### The metal 1 layer

Supply wires on this layer in gray. Cells faint in the background.
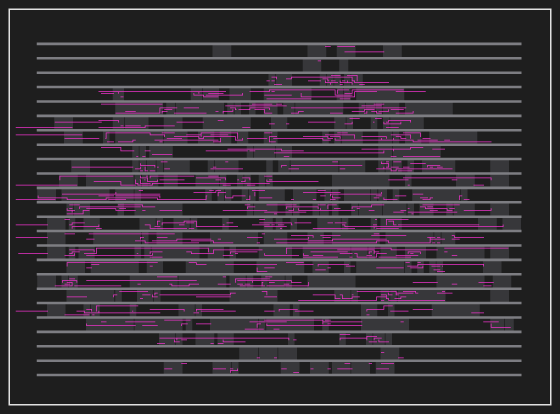
### M2 wires

Cells faint in the background.
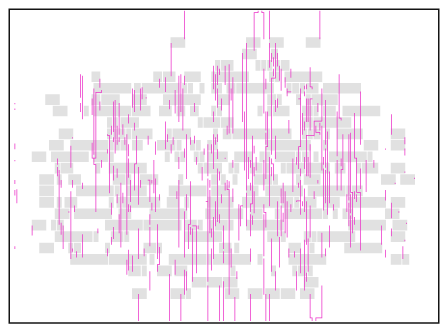
==> src/rtl/pwm_pkg.sv <==
// Shared definitions for the PWM duty scheduler: FSM state encoding and size defaults.
// Optional build macro used by the design: PWM_CENTER_ALIGNED_EN.
package pwm_pkg;

  localparam int PWM_WIDTH_DEFAULT  = 11;
  localparam int PWM_PERIOD_DEFAULT = 2047;

  typedef enum logic [1:0] {
    IDLE  = 2'd0,
    RUN   = 2'd1,
    DRAIN = 2'd2
  } pwm_state_t;

endpackage

==> src/rtl/pwm_carrier_counter.sv <==
// Carrier counter with wrap detect; advances every cycle while run=1, held at 0 otherwise.
// Edge-aligned 0..PERIOD by default; PWM_CENTER_ALIGNED_EN selects up/down counting (period 2*PERIOD).
module pwm_carrier_counter
  import pwm_pkg::*;
#(
  parameter int WIDTH  = PWM_WIDTH_DEFAULT,
  parameter int PERIOD = PWM_PERIOD_DEFAULT
) (
  input  logic             clk,
  input  logic             rst_n,
  input  logic             run,
  output logic [WIDTH-1:0] cnt,
  output logic             wrap
);

  localparam logic [WIDTH-1:0] PMAX = WIDTH'(PERIOD);

`ifdef PWM_CENTER_ALIGNED_EN
  logic down;

  // Wrap is the down-slope 1->0 step; with PERIOD=1 there is no down slope, so wrap from the top.
  assign wrap = (cnt == WIDTH'(1)) && (down || (PMAX == WIDTH'(1)));

  always_ff @(posedge clk or negedge rst_n) begin
    if (!rst_n) begin
      cnt  <= '0;
      down <= 1'b0;
    end else if (!run || wrap) begin
      cnt  <= '0;
      down <= 1'b0;
    end else if (!down && (cnt == PMAX)) begin
      cnt  <= PMAX - 1'b1;
      down <= 1'b1;
    end else if (down) begin
      cnt <= cnt - 1'b1;
    end else begin
      cnt <= cnt + 1'b1;
    end
  end
`else
  assign wrap = (cnt == PMAX);

  always_ff @(posedge clk or negedge rst_n) begin
    if (!rst_n) begin
      cnt <= '0;
    end else if (!run || wrap) begin
      cnt <= '0;
    end else begin
      cnt <= cnt + 1'b1;
    end
  end
`endif

endmodule

==> src/rtl/pwm_duty_scheduler.sv <==
// PWM with double-buffered duty (shadow -> active at period wrap); pwm_out lags cmp_c by 1 cycle.
// s_ready is low while the shadow holds an unapplied sample; center-aligned mode via PWM_CENTER_ALIGNED_EN.
module pwm_duty_scheduler
  import pwm_pkg::*;
#(
  parameter int WIDTH  = PWM_WIDTH_DEFAULT,
  parameter int PERIOD = PWM_PERIOD_DEFAULT
) (
  input  logic             clk,
  input  logic             rst_n,
  input  logic             en,
  input  logic             s_valid,
  input  logic [WIDTH-1:0] s_data,
  output logic             s_ready,
  output logic [WIDTH-1:0] cmp_r,
  output logic [WIDTH-1:0] cmp_c,
  output logic             pwm_out,
  output logic             period_start,
  output logic             underrun,
  output logic             busy
);

  localparam logic [WIDTH-1:0] PMAX = WIDTH'(PERIOD);

  pwm_state_t       state;
  logic [WIDTH-1:0] cnt;
  logic [WIDTH-1:0] duty_active;
  logic [WIDTH-1:0] shadow;
  logic [WIDTH-1:0] s_data_sat;
  logic             shadow_full;
  logic             wrap;
  logic             running;
  logic             start;
  logic             xfer;

  assign running    = (state != IDLE);
  // A new period begins on leaving IDLE or on a wrap that is not ending the run.
  assign start      = en && (!running || wrap);
  assign xfer       = s_valid && !shadow_full;
  assign s_data_sat = (s_data > PMAX) ? PMAX : s_data;

  assign s_ready = !shadow_full;
  assign cmp_r   = duty_active;
  assign cmp_c   = cnt;
  assign busy    = running;

  pwm_carrier_counter #(
    .WIDTH  (WIDTH),
    .PERIOD (PERIOD)
  ) u_carrier (
    .clk   (clk),
    .rst_n (rst_n),
    .run   (running),
    .cnt   (cnt),
    .wrap  (wrap)
  );

  always_ff @(posedge clk or negedge rst_n) begin
    if (!rst_n) begin
      state        <= IDLE;
      duty_active  <= '0;
      shadow       <= '0;
      shadow_full  <= 1'b0;
      pwm_out      <= 1'b0;
      period_start <= 1'b0;
      underrun     <= 1'b0;
    end else begin
      pwm_out      <= running && (cnt < duty_active);
      period_start <= start;
      underrun     <= start && !shadow_full;

      // A sample accepted on a start cycle is only seen by the next start.
      if (start && shadow_full) begin
        duty_active <= shadow;
        shadow_full <= 1'b0;
      end else if (xfer) begin
        shadow      <= s_data_sat;
        shadow_full <= 1'b1;
      end

      case (state)
        IDLE: begin
          if (en) state <= RUN;
        end
        RUN: begin
          if (!en) state <= wrap ? IDLE : DRAIN;
        end
        DRAIN: begin
          if (en)        state <= RUN;
          else if (wrap) state <= IDLE;
        end
        default: state <= IDLE;
      endcase
    end
  end

endmodule
==> config.mk <==
export PLATFORM = sky130hd
export DESIGN_NAME = pwm_duty_scheduler
export DESIGN_NICKNAME = d
export VERILOG_FILES = /design/src/rtl/pwm_pkg.sv /design/src/rtl/pwm_carrier_counter.sv /design/src/rtl/pwm_duty_scheduler.sv
export SDC_FILE = /design/constraint.sdc
export NUM_CORES = 1
export LEC_CHECK = 0
export ABC_AREA = 1
export CAP_MARGIN = 20
export CORE_ASPECT_RATIO = 0.7
export CORE_MARGIN = 5
export CORE_UTILIZATION = 35
export CTS_CLUSTER_DIAMETER = 40
export DETAILED_ROUTE_END_ITERATION = 7
export GPL_TIMING_DRIVEN = 1
export SKIP_CTS_REPAIR_TIMING = 1
export SLEW_MARGIN = 20
export SYNTH_ARGS = -nofsm -noshare
export SYNTH_HDL_FRONTEND = slang
export SYNTH_HIERARCHICAL = 1
export SYNTH_SLANG_ARGS = --single-unit
==> constraint.sdc <==
create_clock -name clk -period 2 [get_ports clk]
set_input_delay 0.3 -clock clk [delete_from_list [all_inputs] [get_ports clk]]
set_output_delay 0.3 -clock clk [all_outputs]
set_load 0.02 [all_outputs]
==> results.toml <==
# implementation run metrics
[hold_path]
hold_class = "primary input to asynchronous set/reset pin"

[logic_synthesis]
ys_top_cells_by_area = "dfrtp_1 47%, nand2_1 7.6%, inv_1 6.9%"
synth.largest_area_cell = "dfrtp_1"
yosys_warnings = 6
ys_cells = 220
synth.top_cell.area_share_pct = 47.1
ys_top_logic_family = "simple AND/OR/NAND/NOR gates"
simple_gate_area_share_pct = 21.1
aoi_share_pct = 12.4

[finish]
lay_top_count = "nand2_1"
nNetsFinal = 291
fin_util_pct = 45.9
fill_cells = 559

[clock_tree]
cts_buffers = 5
insertion_delay_ns = 0.28
cts_root_buf = "clkbuf_8"

[critical_path]
path_cells = "inv_2 > clkdlybuf4s50_1"
cp-endpoint = "s_ready"
reg2regPathDepth = 10
critPathArrivalTime_ns = 1.50
slowest_stage = "clkdlybuf4s50_1"
worstReg2RegEnd = "cmp_r[8]"

[drt]
routed_wl_um = 4110
viasPerCell = 4.36
drc_errors = 0

[final_timing]
relSlewSlack_pct = 66.6
min_period_ns = 1.80
worst_slack_ns = 0.197
final.setup_skew_ns = 0.00673
slew_viol_final = 0
rsz0062_at_grt = "no"

[grt]
met1_usage_pct = 16.5
grt_max_degree = 40
grt_most_used_layer = "met2"
overflow = 0
grt_usage_pct = 11.7

[floorplanning]
fp_util_pct = 36.2
die_y_um = 74.4
io_pins = 42

[job]
maxCapViolations = 0
tool_warnings = 26

[pwr]
p_per_area_nw_per_um2 = 1020

[status]
outcome = "finished clean"
-- 'The metal 1 layer' (at the start) --
share of all routed wire	50%
main direction	horizontal
nets with wire on the layer	263

-- 'M2 wires' (at the start) --
share of all routed wire	43%
main direction	vertical
nets with wire on the layer	224

area by class of cell:
class / count / area [sq um] / share of cell area (%)
flip-flops and latches: 39 / 976 / 37.1
multi-input cells: 135 / 883 / 33.6
repair buffers: 42 / 413 / 15.7
inverters: 42 / 158 / 5.99
well taps: 75 / 93.8 / 3.57
clock buffers: 5 / 68.8 / 2.62
clock inverters: 2 / 37.5 / 1.43
layer usage:
layer	wire length, um	part of all wire, %	vias up
li1	-	-	767
met1	2070	50	685
met2	1750	43	28
met3	270	6.6	2
met4	14	0.34	0
met5	0	0	-
power by group:
part,switching [uW],internal [uW],total (uW)
clock network,270,365,634
registers,139,970,1110
logic,522,418,940
metrics by stage:
| step | instance area, sq um | instances | hold WS (ns) |
|---|---|---|---|
| 4_1_cts | 2610 | 339 | 0.0808 |
| 3_3_place_gp | 2510 | 332 | 0.391 |
| 5_1_grt | 2630 | 340 | 0.0898 |
| 2_1_floorplan | 2070 | 220 | 0.00441 |
| 3_5_place_dp | 2510 | 332 | 0.390 |
| 6_report | 2630 | 340 | 0.0573 |
registers in the layout, indices dropped and copies added, names as in the netlist:
name,flops
cmp_r,11
pwm_out,1
period_start,1
shadow_full,1
underrun,1
state,2
shadow,11
u_carrier/cnt,11
cell usage after synthesis, drive strengths merged:
cell,count
nand2,48
nor2,29
inv,42
buf,5
dfrtp,39
a211oi,1
nand3,6
a21oi,19
ha,11
o21ai,12
xor2,2
nand3b,3
a21boi,1
xnor2,2
critical path, delay by kind of cell, from the launching register on:
family	cells	cell delay, ns
buffers and inverters	2	0.71
DFF	1	0.51
No activity file was given, so power comes from the tool's default toggle rates.
